===== config.mk =====
export PLATFORM = sky130hd
export DESIGN_NAME = uart_rx_host_ctrl_flat
export DESIGN_NICKNAME = d
export VERILOG_FILES = /design/src/rtl/uart_rx_host_ctrl_pkg.sv /design/src/rtl/uart_rx_host_ctrl_if.sv /design/src/rtl/uart_rx_host_ctrl_fifo.sv /design/src/rtl/uart_rx_host_ctrl.sv /design/src/flat_wrapper.sv
export SDC_FILE = /design/constraint.sdc
export NUM_CORES = 1
export LEC_CHECK = 0
export CORE_MARGIN = 1.5
export CORE_UTILIZATION = 28
export DETAILED_ROUTE_END_ITERATION = 12
export GPL_TIMING_DRIVEN = 0
export MAX_ROUTING_LAYER = met4
export PLACE_DENSITY_LB_ADDON = 0.1
export SLEW_MARGIN = 40
export SYNTH_ARGS = -nofsm -noshare
export SYNTH_HDL_FRONTEND = slang
export SYNTH_SLANG_ARGS = --single-unit

===== constraint.sdc =====
create_clock -name i_clk -period 5.9 [get_ports i_clk]
set_clock_uncertainty 0.1 [all_clocks]
set_input_delay 0.885 -clock i_clk [delete_from_list [all_inputs] [get_ports i_clk]]
set_output_delay 0.885 -clock i_clk [all_outputs]
set_load 0.01 [all_outputs]

===== src/rtl/uart_rx_host_ctrl_pkg.sv =====
// ---------------------------------------------------------------------------
// uart_rx_host_pkg
// Shared types and constants for the UART receiver host-side controller.
//   cfg_state_t  : states of the configuration staging FSM
//   DROP_CNT_W   : width of the saturating dropped-word counter
//   DROP_CNT_MAX : saturation value of the dropped-word counter
//   ptr_width()  : FIFO pointer width for a given depth
// ---------------------------------------------------------------------------
package uart_rx_host_pkg;

  typedef enum logic {
    CFG_IDLE,
    CFG_PENDING
  } cfg_state_t;

  localparam int DROP_CNT_W   = 8;
  localparam int DROP_CNT_MAX = 255;

  // A depth of 1 would give a zero-width pointer, so clamp to one bit.
  function automatic int ptr_width(input int depth);
    return (depth > 1) ? $clog2(depth) : 1;
  endfunction

endpackage


===== src/rtl/uart_rx_host_ctrl_if.sv =====
// ---------------------------------------------------------------------------
// uart_rx_host_ctrl_if
// Valid/ready pop stream from the receive byte buffer to its consumer.
//   data       : FIFO head word
//   data_valid : FIFO not empty
//   data_ready : consumer accepts the head this cycle
// master = buffer side (drives data/data_valid), slave = consumer side.
// ---------------------------------------------------------------------------
interface uart_rx_host_ctrl_if #(
  parameter int DATA_WIDTH = 8
);

  logic [DATA_WIDTH-1:0] data;
  logic                  data_valid;
  logic                  data_ready;

  modport master (
    output data,
    output data_valid,
    input  data_ready
  );

  modport slave (
    input  data,
    input  data_valid,
    output data_ready
  );

endinterface


===== src/rtl/uart_rx_host_ctrl_fifo.sv =====
// ---------------------------------------------------------------------------
// rx_sync_fifo
// First-word-fall-through synchronous FIFO holding received words.
//   clk, rst : clock and synchronous active-high reset
//   push     : write wdata (ignored when full unless a pop happens too)
//   pop      : drop the head word (ignored when empty)
//   wdata    : word to write
//   rdata    : head word, zero while empty
//   full     : occupancy equals FIFO_DEPTH
//   empty    : occupancy is zero
//   count    : current occupancy
// ---------------------------------------------------------------------------
module rx_sync_fifo
  import uart_rx_host_pkg::*;
#(
  parameter int DATA_WIDTH = 8,
  parameter int FIFO_DEPTH = 4
) (
  input  logic                         clk,
  input  logic                         rst,
  input  logic                         push,
  input  logic                         pop,
  input  logic [DATA_WIDTH-1:0]        wdata,
  output logic [DATA_WIDTH-1:0]        rdata,
  output logic                         full,
  output logic                         empty,
  output logic [$clog2(FIFO_DEPTH):0]  count
);

  localparam int            PW      = ptr_width(FIFO_DEPTH);
  localparam logic [PW:0]   DEPTH_C = (PW+1)'(FIFO_DEPTH);

  logic [DATA_WIDTH-1:0] mem [FIFO_DEPTH];
  logic [PW-1:0]         wr_ptr;
  logic [PW-1:0]         rd_ptr;
  logic [PW:0]           cnt;
  logic                  do_push;
  logic                  do_pop;

  assign empty   = (cnt == '0);
  assign full    = (cnt == DEPTH_C);
  assign do_pop  = pop && !empty;
  // A push into a full FIFO is fine when the head leaves in the same cycle.
  assign do_push = push && (!full || do_pop);
  // Present zero while empty so stale storage never leaks to the consumer.
  assign rdata   = empty ? '0 : mem[rd_ptr];
  assign count   = cnt;

  // Storage needs no reset; emptiness is tracked by cnt alone.
  always_ff @(posedge clk) begin
    if (do_push) begin
      mem[wr_ptr] <= wdata;
    end
  end

  // Pointers wrap naturally because the depth is a power of two.
  always_ff @(posedge clk) begin
    if (rst) begin
      wr_ptr <= '0;
      rd_ptr <= '0;
      cnt    <= '0;
    end else begin
      if (do_push) wr_ptr <= wr_ptr + 1'b1;
      if (do_pop)  rd_ptr <= rd_ptr + 1'b1;
      case ({do_push, do_pop})
        2'b10:   cnt <= cnt + 1'b1;
        2'b01:   cnt <= cnt - 1'b1;
        default: cnt <= cnt;
      endcase
    end
  end

endmodule


===== src/rtl/uart_rx_host_ctrl.sv =====
// ---------------------------------------------------------------------------
// uart_rx_host_ctrl
// Host-side controller between a UART receiver and its consumer.
//   i_clk, i_rst          : clock, synchronous active-high reset
//   i_cfg_wr, i_cfg_*     : stage a new receiver configuration
//   i_rx_idle             : receiver is between frames
//   o_prescale, o_parity_*: active configuration driven to the receiver
//   o_cfg_pending         : a staged configuration is waiting to be applied
//   i_rx_data_valid/data  : received word from the receiver
//   pop_if                : valid/ready stream of buffered words
//   o_count               : buffer occupancy
//   o_overflow            : sticky, set when a word is dropped
//   o_drop_count          : saturating count of dropped words
//   i_clr_overflow        : clears o_overflow and o_drop_count
// ---------------------------------------------------------------------------
module uart_rx_host_ctrl
  import uart_rx_host_pkg::*;
#(
  parameter int DATA_WIDTH   = 8,
  parameter int PRESCALE     = 8,
  parameter int FIFO_DEPTH   = 4,
  parameter int RST_PRESCALE = PRESCALE - 1
) (
  input  logic                         i_clk,
  input  logic                         i_rst,
  input  logic                         i_cfg_wr,
  input  logic [$clog2(PRESCALE)-1:0]  i_cfg_prescale,
  input  logic                         i_cfg_parity_enable,
  input  logic                         i_cfg_parity_type,
  input  logic                         i_rx_idle,
  output logic [$clog2(PRESCALE)-1:0]  o_prescale,
  output logic                         o_parity_enable,
  output logic                         o_parity_type,
  output logic                         o_cfg_pending,
  input  logic                         i_rx_data_valid,
  input  logic [DATA_WIDTH-1:0]        i_rx_data,
  uart_rx_host_ctrl_if.master          pop_if,
  output logic [$clog2(FIFO_DEPTH):0]  o_count,
  output logic                         o_overflow,
  input  logic                         i_clr_overflow,
  output logic [DROP_CNT_W-1:0]        o_drop_count
);

  localparam int PS_W = $clog2(PRESCALE);

  cfg_state_t            state;
  logic [PS_W-1:0]       shadow_prescale;
  logic                  shadow_parity_enable;
  logic                  shadow_parity_type;
  logic                  fifo_full;
  logic                  fifo_empty;
  logic                  push;
  logic                  pop;
  logic                  drop;
  logic [DATA_WIDTH-1:0] fifo_rdata;

  assign o_cfg_pending = (state == CFG_PENDING);

  // Config staging: writes land in the shadow, and the shadow reaches the
  // receiver only when it is idle and no word is being delivered, so a frame
  // is never decoded with a half-changed configuration. A write coinciding
  // with an apply lets the older shadow go out and keeps the new one staged.
  always_ff @(posedge i_clk) begin
    if (i_rst) begin
      state                <= CFG_IDLE;
      shadow_prescale      <= PS_W'(RST_PRESCALE);
      shadow_parity_enable <= 1'b0;
      shadow_parity_type   <= 1'b0;
      o_prescale           <= PS_W'(RST_PRESCALE);
      o_parity_enable      <= 1'b0;
      o_parity_type        <= 1'b0;
    end else begin
      case (state)
        CFG_IDLE: begin
          if (i_cfg_wr) begin
            shadow_prescale      <= i_cfg_prescale;
            shadow_parity_enable <= i_cfg_parity_enable;
            shadow_parity_type   <= i_cfg_parity_type;
            state                <= CFG_PENDING;
          end
        end
        CFG_PENDING: begin
          if (i_rx_idle && !i_rx_data_valid) begin
            o_prescale      <= shadow_prescale;
            o_parity_enable <= shadow_parity_enable;
            o_parity_type   <= shadow_parity_type;
            state           <= CFG_IDLE;
          end
          if (i_cfg_wr) begin
            shadow_prescale      <= i_cfg_prescale;
            shadow_parity_enable <= i_cfg_parity_enable;
            shadow_parity_type   <= i_cfg_parity_type;
            state                <= CFG_PENDING;
          end
        end
        default: state <= CFG_IDLE;
      endcase
    end
  end

  // A word is only lost when the buffer is full and the head is not leaving.
  assign pop  = !fifo_empty && pop_if.data_ready;
  assign push = i_rx_data_valid && (!fifo_full || pop);
  assign drop = i_rx_data_valid && fifo_full && !pop;

  assign pop_if.data       = fifo_rdata;
  assign pop_if.data_valid = !fifo_empty;

  rx_sync_fifo #(
    .DATA_WIDTH (DATA_WIDTH),
    .FIFO_DEPTH (FIFO_DEPTH)
  ) u_fifo (
    .clk   (i_clk),
    .rst   (i_rst),
    .push  (push),
    .pop   (pop),
    .wdata (i_rx_data),
    .rdata (fifo_rdata),
    .full  (fifo_full),
    .empty (fifo_empty),
    .count (o_count)
  );

  // Overflow tracking. A drop beats a simultaneous clear: the clear wipes the
  // old history and the new drop is counted from zero.
  always_ff @(posedge i_clk) begin
    if (i_rst) begin
      o_overflow   <= 1'b0;
      o_drop_count <= '0;
    end else if (drop) begin
      o_overflow <= 1'b1;
      if (i_clr_overflow) begin
        o_drop_count <= DROP_CNT_W'(1);
      end else if (o_drop_count != DROP_CNT_W'(DROP_CNT_MAX)) begin
        o_drop_count <= o_drop_count + 1'b1;
      end
    end else if (i_clr_overflow) begin
      o_overflow   <= 1'b0;
      o_drop_count <= '0;
    end
  end

endmodule

===== src/flat_wrapper.sv =====
// flat-port wrapper written by rule: the top's interface ports become plain ports
module uart_rx_host_ctrl_flat import uart_rx_host_pkg::*;
#(
  parameter int DATA_WIDTH   = 8,
  parameter int PRESCALE     = 8,
  parameter int FIFO_DEPTH   = 4,
  parameter int RST_PRESCALE = PRESCALE - 1
)
  (i_clk, i_rst, i_cfg_wr, i_cfg_prescale, i_cfg_parity_enable, i_cfg_parity_type, i_rx_idle, o_prescale, o_parity_enable, o_parity_type, o_cfg_pending, i_rx_data_valid, i_rx_data, o_count, o_overflow, i_clr_overflow, o_drop_count, pop_if_data, pop_if_data_valid, pop_if_data_ready);
  uart_rx_host_ctrl_if #(.DATA_WIDTH(DATA_WIDTH)) pop_if_i ();
  input  logic i_clk;
  input  logic i_rst;
  input  logic i_cfg_wr;
  input  logic [$clog2(PRESCALE)-1:0] i_cfg_prescale;
  input  logic i_cfg_parity_enable;
  input  logic i_cfg_parity_type;
  input  logic i_rx_idle;
  output logic [$clog2(PRESCALE)-1:0] o_prescale;
  output logic o_parity_enable;
  output logic o_parity_type;
  output logic o_cfg_pending;
  input  logic i_rx_data_valid;
  input  logic [DATA_WIDTH-1:0] i_rx_data;
  output logic [$clog2(FIFO_DEPTH):0] o_count;
  output logic o_overflow;
  input  logic i_clr_overflow;
  output logic [DROP_CNT_W-1:0] o_drop_count;
  output wire logic [$bits(pop_if_i.data)-1:0] pop_if_data;
  output wire logic [$bits(pop_if_i.data_valid)-1:0] pop_if_data_valid;
  input wire logic [$bits(pop_if_i.data_ready)-1:0] pop_if_data_ready;
  assign pop_if_data = pop_if_i.data;
  assign pop_if_data_valid = pop_if_i.data_valid;
  assign pop_if_i.data_ready = pop_if_data_ready;
  uart_rx_host_ctrl #(.DATA_WIDTH(DATA_WIDTH), .PRESCALE(PRESCALE), .FIFO_DEPTH(FIFO_DEPTH), .RST_PRESCALE(RST_PRESCALE)) u_core (.i_clk(i_clk), .i_rst(i_rst), .i_cfg_wr(i_cfg_wr), .i_cfg_prescale(i_cfg_prescale), .i_cfg_parity_enable(i_cfg_parity_enable), .i_cfg_parity_type(i_cfg_parity_type), .i_rx_idle(i_rx_idle), .o_prescale(o_prescale), .o_parity_enable(o_parity_enable), .o_parity_type(o_parity_type), .o_cfg_pending(o_cfg_pending), .i_rx_data_valid(i_rx_data_valid), .i_rx_data(i_rx_data), .pop_if(pop_if_i), .o_count(o_count), .o_overflow(o_overflow), .i_clr_overflow(i_clr_overflow), .o_drop_count(o_drop_count));
endmodule

### Met2 routing

Drawn at 3 px/um. Cells faint in the background.
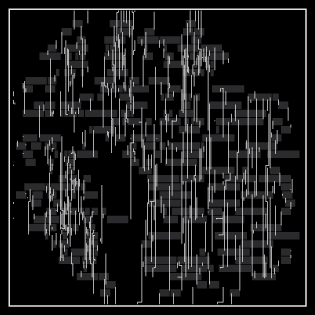
wire length on this layer	2580 um
nets with wire on the layer	233
share of all routed wire	51%
global routing met2 resource utilization: 0.1849
DR vias: 1684
final routed wirelength across all metal layers: 5.030 mm

### Cell sizes after repair

Drawn at 4 px/um.
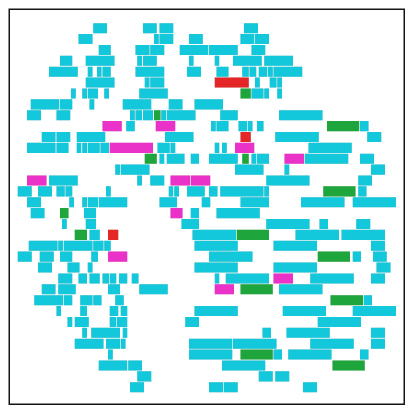
size	color	cells	share
x2	green	14	5.5%
x3 and x4	red	3	1.2%
x1 and smaller	cyan	227	89%
x6 and larger	magenta	12	4.7%

### Signal wires on met3

Drawn at 3 px/um.
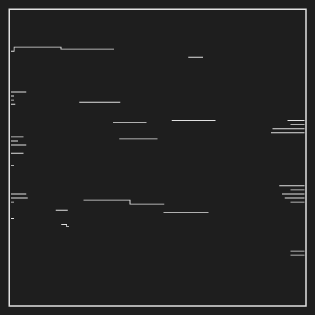
nets with wire on the layer	29
wire length on this layer	245 um
met3 usage: 0.04009

### Selected gate families

Drawn at 4 px/um.
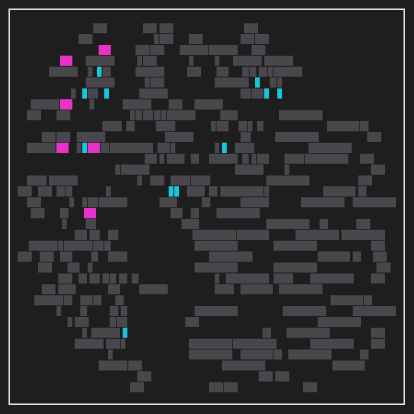
family	color	cells
inv cells	cyan	11
non-inverting ao/oa cells	magenta	6
multi-input gate share of total cell area: 0.2776
top logic cell by instance count in the layout: clkdlybuf4s50_1
tally of non-filler cells in the final layout: 364

==> Implementation_results.wiki <==
=== Synthesis and place and route ===
{| class="wikitable"
! Metric !! Value
|-
| Maximum fanout along the worst path || 8
|-
| RR Endpoint || u_core.u_fifo.count[2]$_SDFFE_PP0P_
|-
| Total DRC errors in the routed layout || 0
|-
| Path depth of the worst reg2reg path || 10
|-
| Routed via count divided by cell count || 4.626
|-
| Buffers inserted during post-CTS setup optimization || 0
|-
| Count of cells resized by post-cts repair || 0
|-
| Routed wire length per instance || 13.82 um
|-
| Num ports || 47
|-
| Critical Path Slowest Stage Cell || nor4b_4
|-
| Unrepaired setup endpoints after global routing || no
|-
| Vias in the first global route || 1697
|-
| Deepest level of the CTS H-tree || 3
|-
| Insertion delay at the late pin of the worst-skew pair || 0.32 ns
|-
| Commonest cells after routing, fill and taps aside || clkdlybuf4s50_1, edfxtp_1, dfxtp_1
|-
| Critical Path Source Type || input port
|-
| Synthesized-area fraction occupied by xor and xnor cells || 0.02063
|-
| Biggest register || u_core.u_fifo.mem
|-
| Finish-stage setup viols || 0
|-
| Clock Tree Buf Depth || 2
|-
| Average instance area after synthesis || 13.00 sq um
|-
| Delay contributed by the slowest stage of the critical path || 0.54 ns
|-
| Fin Setup TNS || 0 ns
|-
| Count of tool warnings || 29
|-
| Ys flops || 61
|-
| Floorplan core density || 0.2907
|-
| Worst Setup Slack, final || 2.347 ns
|-
| Type of element capturing the critical path || register
|-
| Destination of the worst hold path || u_core.o_prescale[2]$_SDFFE_PP1P_
|-
| Overall power of the completed layout || 1.189 mW
|-
| Number of unique standard cell types used by synthesis || 40
|-
| Non-Filler Cell Area, Final || 3313 sq um
|-
| Top routing layer used || met4
|-
| Number of flip-flops in the largest register || 32
|-
| Maximum number of pins on one net before global-route repair || 12
|-
| Yosys cell count || 196
|-
| Final critical path time including I/O delays and setup || 3.553 ns
|-
| Number of stages on the worst hold path || 1
|-
| Share of the clock period used by the worst path || 0.6021
|-
| Critical path data required time || 6.05 ns
|-
| Library cell occupying the most area in the post-synthesis netlist || edfxtp_1
|-
| Largest delay contributor family on the critical path || simple AND/OR/NAND/NOR gates
|-
| Syn nets || 223
|-
| Drt first-iter violations || 80
|-
| Clock tree from TritonCTS || yes
|-
| Area added between synthesis and finish || 30.06%
|-
| Most common cell in the synthesized netlist || edfxtp_1
|-
| Worst hold path class || register to register
|-
| Leak pwr || 1.190 nW
|-
| MUX area fraction || 0.1022
|-
| Reg-to-Reg Start || u_core.u_fifo.count[0]$_SDFFE_PP0P_
|-
| CTS hold repair buffers || 0
|-
| Last weighted congestion value of the routability-driven placer || 0.7170
|-
| Yosys warns || 0
|-
| Post-layout nets || 278
|-
| Grt peak-use layer || met2
|-
| Outcome || complete, no violations
|-
| Pwr dens || 359.0 nW/um^2
|-
| Most used cell along the critical path || inv_1
|-
| Pre-CTS setup slack || 2.001 ns
|-
| Transition time at the pin with the least slew margin || 0.5771 ns
|-
| Routed length on met3 || 244 um
|-
| Slew Limit Headroom || 0.6136
|-
| Final Slew Violations || 0
|-
| Endpoint of the most critical setup path || u_core.u_fifo.count[2]$_SDFFE_PP0P_
|-
| Async set-reset flop share out of synthesis || 0
|-
| Leading post-synthesis cells by instance count || edfxtp_1, dfxtp_1, nor2_1
|-
| Top post-synthesis cells by area || edfxtp_1, dfxtp_1, mux4_2
|-
| Arrival @ worst endpoint || 3.71 ns
|-
| Num CTS Buffers || 9
|-
| Count of final hold-check violations || 0
|-
| Cell breakdown of the critical path || clkdlybuf4s50_1, nor4b_4, and2b_2, clkbuf_1, inv_1, ha_1, inv_1, fa_1, xor2_1, or3_1, a21oi_1
|-
| Timing startpoint of the critical path || pop_if_data_ready
|-
| Iteration tally of the first detailed-router pass || 4
|-
| Share of synthesized area occupied by flip-flops and latches || 0.6051
|-
| Routed met1 length || 2.163 mm
|-
| Global-route wire length before repair || 8.135 mm
|-
| Met1 capacity usage during global routing || 0.1271
|-
| Die Outline Area || 9680 sq um
|-
| Cell area after placement || 3123 sq um
|-
| Adder and majority cell fraction of the synthesized area || 0.03733
|-
| Die outline height || 98.39 um
|-
| Simple logic cell fraction of the synthesized area || 0.1429
|-
| Antenna Cells || 0
|-
| Total number of cells along the worst setup path || 11
|-
| Area share, top type || 0.3772
|-
| All-layer global routing usage || 0.1117
|-
| DP HPWL || 3.443 mm
|-
| Post-synth tally of flip-flops with integrated enable || 32
|-
| Overall die width || 98.39 um
|-
| Post-Syn Instances || 196
|-
| Ys flop type || edfxtp_1
|-
| Count of clock tree sinks || 61
|-
| Critical path class || input port to register
|-
| Registers with the highest flip-flop counts || u_core.u_fifo.mem: 32 flops, u_core.o_drop_count: 8 flops
|}
-- area by class of cell --
class,count,area (sq um)
Buffer,9,45.04
Clock buffer,10,127.6
Clock inverter,6,62.56
Fill cell,872,5450
Inverter,11,41.29
Multi-Input combinational cell,115,919.6
Sequential cell,61,1541
Tap cell,108,135.1
Timing Repair Buffer,44,440.4
-- per-stage QoR --
| stage | utilization | hold slack (ns) |
|---|---|---|
| global placement | 0.3564 | 0.3545 |
| CTS | 0.3781 | 0.3738 |
| finish | 0.3781 | 0.3687 |
| global route | 0.3781 | 0.3900 |
| floorplan | - | 0.3596 |
| detailed placement | 0.3564 | 0.3518 |
-- where the power goes --
group / switching [mW] / internal (mW) / total (mW)
clock: 0.165 / 0.194 / 0.359
sequential: 0.0237 / 0.486 / 0.510
combinational: 0.142 / 0.178 / 0.320
No activity file was given, so power comes from the tool's default toggle rates.
